===== config.mk =====
export PLATFORM = sky130hd
export DESIGN_NAME = message_frame_ctrl
export DESIGN_NICKNAME = d
export VERILOG_FILES = /design/src/rtl/message_frame_ctrl.sv
export SDC_FILE = /design/constraint.sdc
export NUM_CORES = 1
export LEC_CHECK = 0
export CAP_MARGIN = 5
export CORE_UTILIZATION = 51
export CTS_CLUSTER_DIAMETER = 30
export CTS_CLUSTER_SIZE = 40
export DETAILED_ROUTE_END_ITERATION = 10
export MAX_ROUTING_LAYER = met4
export PLACE_DENSITY = 0.88
export SLEW_MARGIN = 20
export SYNTH_ARGS = -nofsm -noshare
export SYNTH_HDL_FRONTEND = slang
export SYNTH_SLANG_ARGS = --single-unit

===== constraint.sdc =====
create_clock -name clk -period 3.36 [get_ports clk]
set_clock_uncertainty 0.1 [all_clocks]
set_input_delay 0.672 -clock clk [delete_from_list [all_inputs] [get_ports clk]]
set_output_delay 0.672 -clock clk [all_outputs]
set_load 0.03 [all_outputs]

===== src/rtl/message_frame_ctrl.sv =====
// Message frame controller.
// Collects four data bytes and one check byte, verifies the two's-complement checksum,
// and hands the result downstream under a valid/ready handshake. A partial frame that
// stalls for TIMEOUT idle cycles is discarded with a one-cycle timeout_pulse.
//
// Ports:
//   clk           - clock, all state updates on the rising edge
//   rst_n         - asynchronous active-low reset
//   byte_in       - serial frame byte (4 data bytes, then the check byte)
//   byte_valid    - byte_in valid this cycle
//   byte_ready    - controller accepts a byte this cycle (only while collecting)
//   frame_data    - checked frame, byte0 in [31:24]; zero for a bad frame
//   frame_valid   - frame result available
//   frame_err     - checksum mismatch, qualified by frame_valid
//   out_ready     - downstream accepts the frame result
//   timeout_pulse - one-cycle pulse when a partial frame is aborted
//   err_count     - bad frames delivered, saturating at 255
//   good_count    - good frames delivered, wrapping modulo 256
module message_frame_ctrl #(
  parameter int unsigned TIMEOUT = 255
) (
  input  logic        clk,
  input  logic        rst_n,
  input  logic [7:0]  byte_in,
  input  logic        byte_valid,
  output logic        byte_ready,
  output logic [31:0] frame_data,
  output logic        frame_valid,
  output logic        frame_err,
  input  logic        out_ready,
  output logic        timeout_pulse,
  output logic [7:0]  err_count,
  output logic [7:0]  good_count
);

  typedef enum logic [1:0] {StCollect, StCheck, StOutput} state_e;

  localparam logic [8:0] TimeoutW = 9'(TIMEOUT);

  state_e          state_q, state_d;
  logic [2:0]      idx_q, idx_d;
  logic [7:0]      gap_q, gap_d;
  logic [3:0][7:0] bytes_q, bytes_d;
  logic [7:0]      chk_q, chk_d;
  logic [31:0]     frame_data_q, frame_data_d;
  logic            frame_valid_q, frame_valid_d;
  logic            frame_err_q, frame_err_d;
  logic            tpulse_q, tpulse_d;
  logic [7:0]      err_q, err_d;
  logic [7:0]      good_q, good_d;

  logic            accept;
  logic [8:0]      gap_inc;
  logic [7:0]      sum;
  logic [7:0]      csum;

  assign byte_ready = (state_q == StCollect);
  assign accept     = byte_valid && byte_ready;
  // One bit wider so the compare against TIMEOUT = 255 cannot wrap.
  assign gap_inc    = {1'b0, gap_q} + 9'd1;
  assign sum        = bytes_q[0] + bytes_q[1] + bytes_q[2] + bytes_q[3];
  assign csum       = 8'd0 - sum;

  always_comb begin
    state_d       = state_q;
    idx_d         = idx_q;
    gap_d         = gap_q;
    bytes_d       = bytes_q;
    chk_d         = chk_q;
    frame_data_d  = frame_data_q;
    frame_valid_d = frame_valid_q;
    frame_err_d   = frame_err_q;
    tpulse_d      = 1'b0;
    err_d         = err_q;
    good_d        = good_q;

    unique case (state_q)
      StCollect: begin
        if (accept) begin
          gap_d = '0;
          if (idx_q == 3'd4) begin
            chk_d   = byte_in;
            idx_d   = '0;
            state_d = StCheck;
          end else begin
            bytes_d[idx_q[1:0]] = byte_in;
            idx_d               = idx_q + 3'd1;
          end
        end else if (idx_q != 3'd0) begin
          if (gap_inc == TimeoutW) begin
            // Stalled partial frame: drop everything collected so far.
            idx_d    = '0;
            gap_d    = '0;
            bytes_d  = '0;
            chk_d    = '0;
            tpulse_d = 1'b1;
          end else begin
            gap_d = gap_inc[7:0];
          end
        end else begin
          gap_d = '0;
        end
      end
      StCheck: begin
        frame_valid_d = 1'b1;
        if (csum == chk_q) begin
          frame_data_d = {bytes_q[0], bytes_q[1], bytes_q[2], bytes_q[3]};
          frame_err_d  = 1'b0;
        end else begin
          frame_data_d = '0;
          frame_err_d  = 1'b1;
        end
        state_d = StOutput;
      end
      StOutput: begin
        if (out_ready) begin
          frame_valid_d = 1'b0;
          frame_err_d   = 1'b0;
          frame_data_d  = '0;
          idx_d         = '0;
          gap_d         = '0;
          state_d       = StCollect;
          if (frame_err_q) begin
            if (err_q != 8'hFF) begin
              err_d = err_q + 8'd1;
            end
          end else begin
            good_d = good_q + 8'd1;
          end
        end
      end
      default: begin
        state_d = StCollect;
      end
    endcase
  end

  always_ff @(posedge clk or negedge rst_n) begin
    if (!rst_n) begin
      state_q       <= StCollect;
      idx_q         <= '0;
      gap_q         <= '0;
      bytes_q       <= '0;
      chk_q         <= '0;
      frame_data_q  <= '0;
      frame_valid_q <= 1'b0;
      frame_err_q   <= 1'b0;
      tpulse_q      <= 1'b0;
      err_q         <= '0;
      good_q        <= '0;
    end else begin
      state_q       <= state_d;
      idx_q         <= idx_d;
      gap_q         <= gap_d;
      bytes_q       <= bytes_d;
      chk_q         <= chk_d;
      frame_data_q  <= frame_data_d;
      frame_valid_q <= frame_valid_d;
      frame_err_q   <= frame_err_d;
      tpulse_q      <= tpulse_d;
      err_q         <= err_d;
      good_q        <= good_d;
    end
  end

  assign frame_data    = frame_data_q;
  assign frame_valid   = frame_valid_q;
  assign frame_err     = frame_err_q;
  assign timeout_pulse = tpulse_q;
  assign err_count     = err_q;
  assign good_count    = good_q;

endmodule


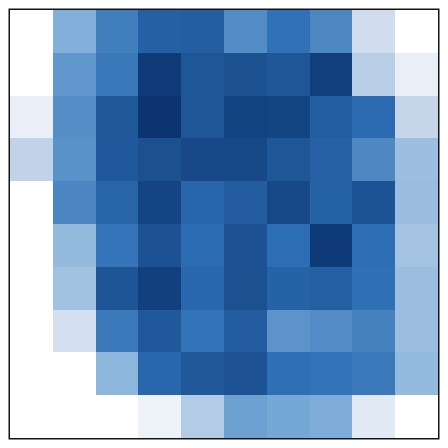
Fig. 1. Local utilization (run 1).
10 x 10 tiles, from white (low) to dark blue (high), 0 to 100% covered.
mean over tiles	58%
fullest tile	98%
tiles over 75% full	44%

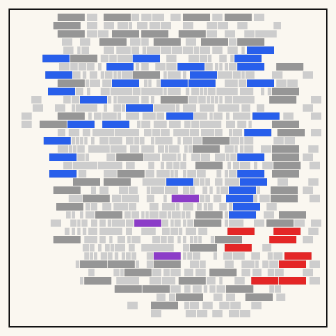
Fig. 2. Sequential cells grouped by signal name (run 1).
netlist name	color	sequential cells
idx_q	purple	3
good_count	red	8
bytes_q	blue	32
not colored	61

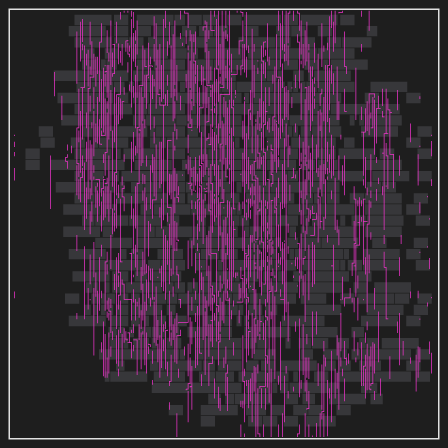
Fig. 3. Metal 2 (run 1).
Cells faint in the background.
nets with wire on the layer	543
longest straight run	34.7 um
main direction	vertical
wire length on this layer	6130 um
routed vias: 4114
met2 Usage GRT: 0.395
WL final: 12700 um

==> run_results.csv, run 1 <==
group,metric,value,unit
outcome,status,"finished, violations left",
outcome,violations,"negative setup slack",
synthesis,async_flop_share,1.00,
global_routing,antenna_found_initial,0,
final_timing,rsz0062_at_grt,"yes",
worst_setup_path,criticalPathCategory,"reg -> reg",
global_routing,grt_usage,0.254,
synthesis,ys_cells,481,
floorplan,num_io_pins,64,
place,gp_congestion,0.893,
clocking,cts-root-buf,"clkbuf_8",
place,dp_hpwl,8940,um
floorplan,die_w,104,um
clocking,cts_num_sinks,104,
final_timing,hold_viol,0,
final_timing,setup_viol,33,
global_routing,grt_pass1_vias,4188,
worst_setup_path,cp-end-kind,"flop",
routing,wl_per_cell,18.0,um
final_timing,finalClockPeriodUsage,1.10,
routing,drt_iter0_drc,353,
clocking,htree_levels,3,
worst_setup_path,critical_path_buf_inv_count,3,
final_timing,worst_slack,-0.339,ns
global_routing,grt_first_pass_wirelength,20900,um
clocking,tritoncts,"yes",
worst_setup_path,cp_common_cell,"fa_2",
floorplan,core_area,10200,um^2
final_timing,fin_setup_tns,-10.37,ns
worst_setup_path,crit_arrival,3.92,ns
place,place_area,6280,um^2
layout,diodes,0,
place,pre_cts_ws,-0.269,ns
worst_setup_path,critPathSlowestCell,"fa_1",
worst_setup_path,reg2reg_from,"bytes_q[25]$_DFFE_PN0P_",
routing,wl_met1,5500,um
worst_setup_path,path_depth,12,
final_timing,period_needed,3.70,ns
worst_setup_path,worst_path_largest_cell_delay,0.51,ns
flow_run,max_cap_violations,0,
worst_setup_path,crit_required,3.58,ns
[run 1: timing repair]
action | CTS | global route
hold buffers | 0 | 0
gates resized | 2 | 6
setup endpoints to repair | 33 | 33
setup buffers | 0 | 3
cloned | 0 | 1
[run 1: layout make-up]
class	count	area [um^2]	share of cell area
sequential	104	2600	0.399
multi-input combinational	309	2470	0.378
timing repair buffer	98	918	0.141
tap	136	170	0.0261
inverter	44	165	0.0253
clock buffer	11	141	0.0217
clock inverter	5	61.3	0.00939
[run 1: logic make-up (layout without fill, tap and decap cells)]
kind of cell	count (synthesis)	after routing	share of synthesized area
buf+inv	68	158	0.0591
xor+xnor	32	32	0.0524
compound gates	111	111	0.173
mux	6	6	0.0117
flops	104	104	0.486
simple gates	126	126	0.119
fa+ha+maj	34	34	0.0991
[run 1: cells in the final DEF (no fill, tap or decap), types with 4 or more instances in the layout]
master / instances
fa_1: 11
buf_4: 32
dfrtp_1: 104
inv_1: 40
mux2i_1: 4
nand2_1: 64
xnor2_1: 23
and2_1: 4
nand2b_1: 5
o21ai_2: 6
clkdlybuf4s50_1: 62
and3_1: 4
nor2_1: 12
o31ai_1: 19
o22ai_1: 7
ha_1: 19
o21ai_0: 9
nand4_1: 4
xor2_1: 7
a22o_1: 8
nand3_1: 15
and4_1: 4
clkbuf_8: 10
a31oi_1: 8
o31ai_2: 4
a32o_1: 32
[run 1: metrics by stage]
step                std cells   util
floorplan                 481      -
global placement          687  0.613
detailed placement        687  0.613
CTS                       703  0.634
global route              707  0.638
finish                    707  0.638
--- run 2 (diff from run 1) ---
--- a/constraint.sdc
+++ b/constraint.sdc
@@ -3,3 +3,3 @@
 set_input_delay 0.672 -clock clk [delete_from_list [all_inputs] [get_ports clk]]
 set_output_delay 0.672 -clock clk [all_outputs]
-set_load 0.03 [all_outputs]
+set_load 0.005 [all_outputs]
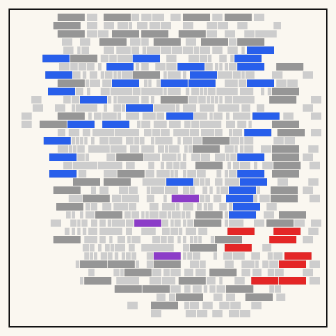
Fig. 4. Sequential cells grouped by signal name (run 2).
register area: 2600 um^2
flop share of the area: 0.399

==> run 2 against run 1 <==
Net effect:
- the flow still finishes with violations (negative setup slack)
- hold slack unchanged
- die size did not move
- worst setup slack is the same
- area after synthesis did not move
- global-route usage is the same
- non-clock buffer count is the same
- highest routed layer unchanged
==> run_results.csv, run 2 <==
group,metric,value,unit
clocking,cts_num_sinks,104,
synthesis,async_flop_share,1.00,
outcome,status,"finished, violations left",
synthesis,mux_share,0.0117,
global_routing,antenna_found_initial,0,
synthesis,xor_share,0.0524,
floorplan,die_w,104,um
final_timing,setup_viol,33,
final_timing,hold_viol,0,
place,pre_cts_ws,-0.269,ns
routing,wl_met1,5500,um
worst_setup_path,crit_required,3.58,ns
global_routing,grt_pass1_vias,4188,
floorplan,core_area,10200,um^2
routing,drt_iter0_drc,353,
place,place_area,6280,um^2
place,gp_congestion,0.893,
routing,wirelength,12700,um
synthesis,ys_cells,481,
layout,diodes,0,
clocking,cts-hold-fix-buffers,0,
layout,mi_logic_area,2470,um^2
routing,wl_per_cell,18.0,um
clocking,cts-root-buf,"clkbuf_8",
layout,fin_cells,707,
floorplan,num_io_pins,64,
routing,route.vias.total,4114,
outcome,violations,"negative setup slack",
final_timing,worst_slack,-0.339,ns
global_routing,gr-usage-met2,0.395,
final_timing,period_needed,3.70,ns
place,placedCellCount,687,
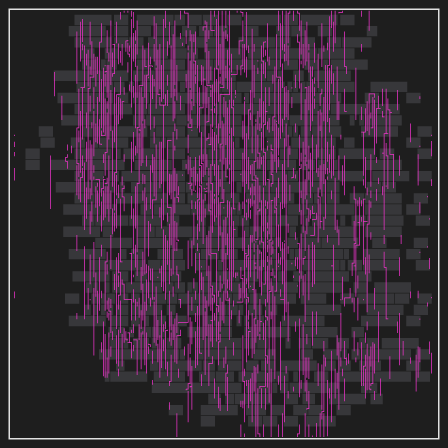
Fig. 5. Metal 2 (run 2).
Cells faint in the background.

==> run 2: cell counts after synthesis <==
No cell type changed its count.
==> run 2: kinds of logic (layout without fill, tap and decap cells) <==
family | Yosys count | after routing
compound gates | 111 | 111
xor+xnor | 32 | 32
fa+ha+maj | 34 | 34
buf+inv | 68 | 158
flops | 104 | 104
mux | 6 | 6
simple gates | 126 | 126
==> run 2: worst paths after layout <==
check,start,cells past startpoint,to
hold / removal,rst_n,1,bytes_q[14]$_DFFE_PN0P_
hold reg to reg,good_count[6]$_DFFE_PN0P_,1,good_count[6]$_DFFE_PN0P_
min in group clk,good_count[6]$_DFFE_PN0P_,1,good_count[6]$_DFFE_PN0P_
setup / recovery,bytes_q[25]$_DFFE_PN0P_,12,frame_data[12]$_DFFE_PN0P_
max in group asynchronous,rst_n,2,gap_q[3]$_DFFE_PN0P_
setup reg to reg,bytes_q[25]$_DFFE_PN0P_,12,frame_data[12]$_DFFE_PN0P_
==> run 2: repair_timing <==
item                       4_1_cts  5_1_grt
setup endpoints to repair       33       33
resized                          2        6
setup buffers                    0        3
cloned                           0        1
==> run 2: worst register-to-register path, stage by stage, from the launching register on <==
cell and delay, ns:
dfrtp_1 0.39, inv_1 0.09, fa_2 0.45, fa_2 0.37, fa_1 0.51, ha_2 0.19, fa_2 0.44, xnor2_1 0.20
o2111ai_2 0.17, nor4_4 0.17, buf_4 0.20, buf_6 0.16, a32o_1 0.19
==> run 2: area by class of cell <==
| class | count | area share |
|---|---|---|
| sequential | 104 | 0.399 |
| multi-input combinational | 309 | 0.378 |
| timing repair buffer | 98 | 0.141 |
| tap | 136 | 0.0261 |
| inverter | 44 | 0.0253 |
| clock buffer | 11 | 0.0217 |
| clock inverter | 5 | 0.00939 |
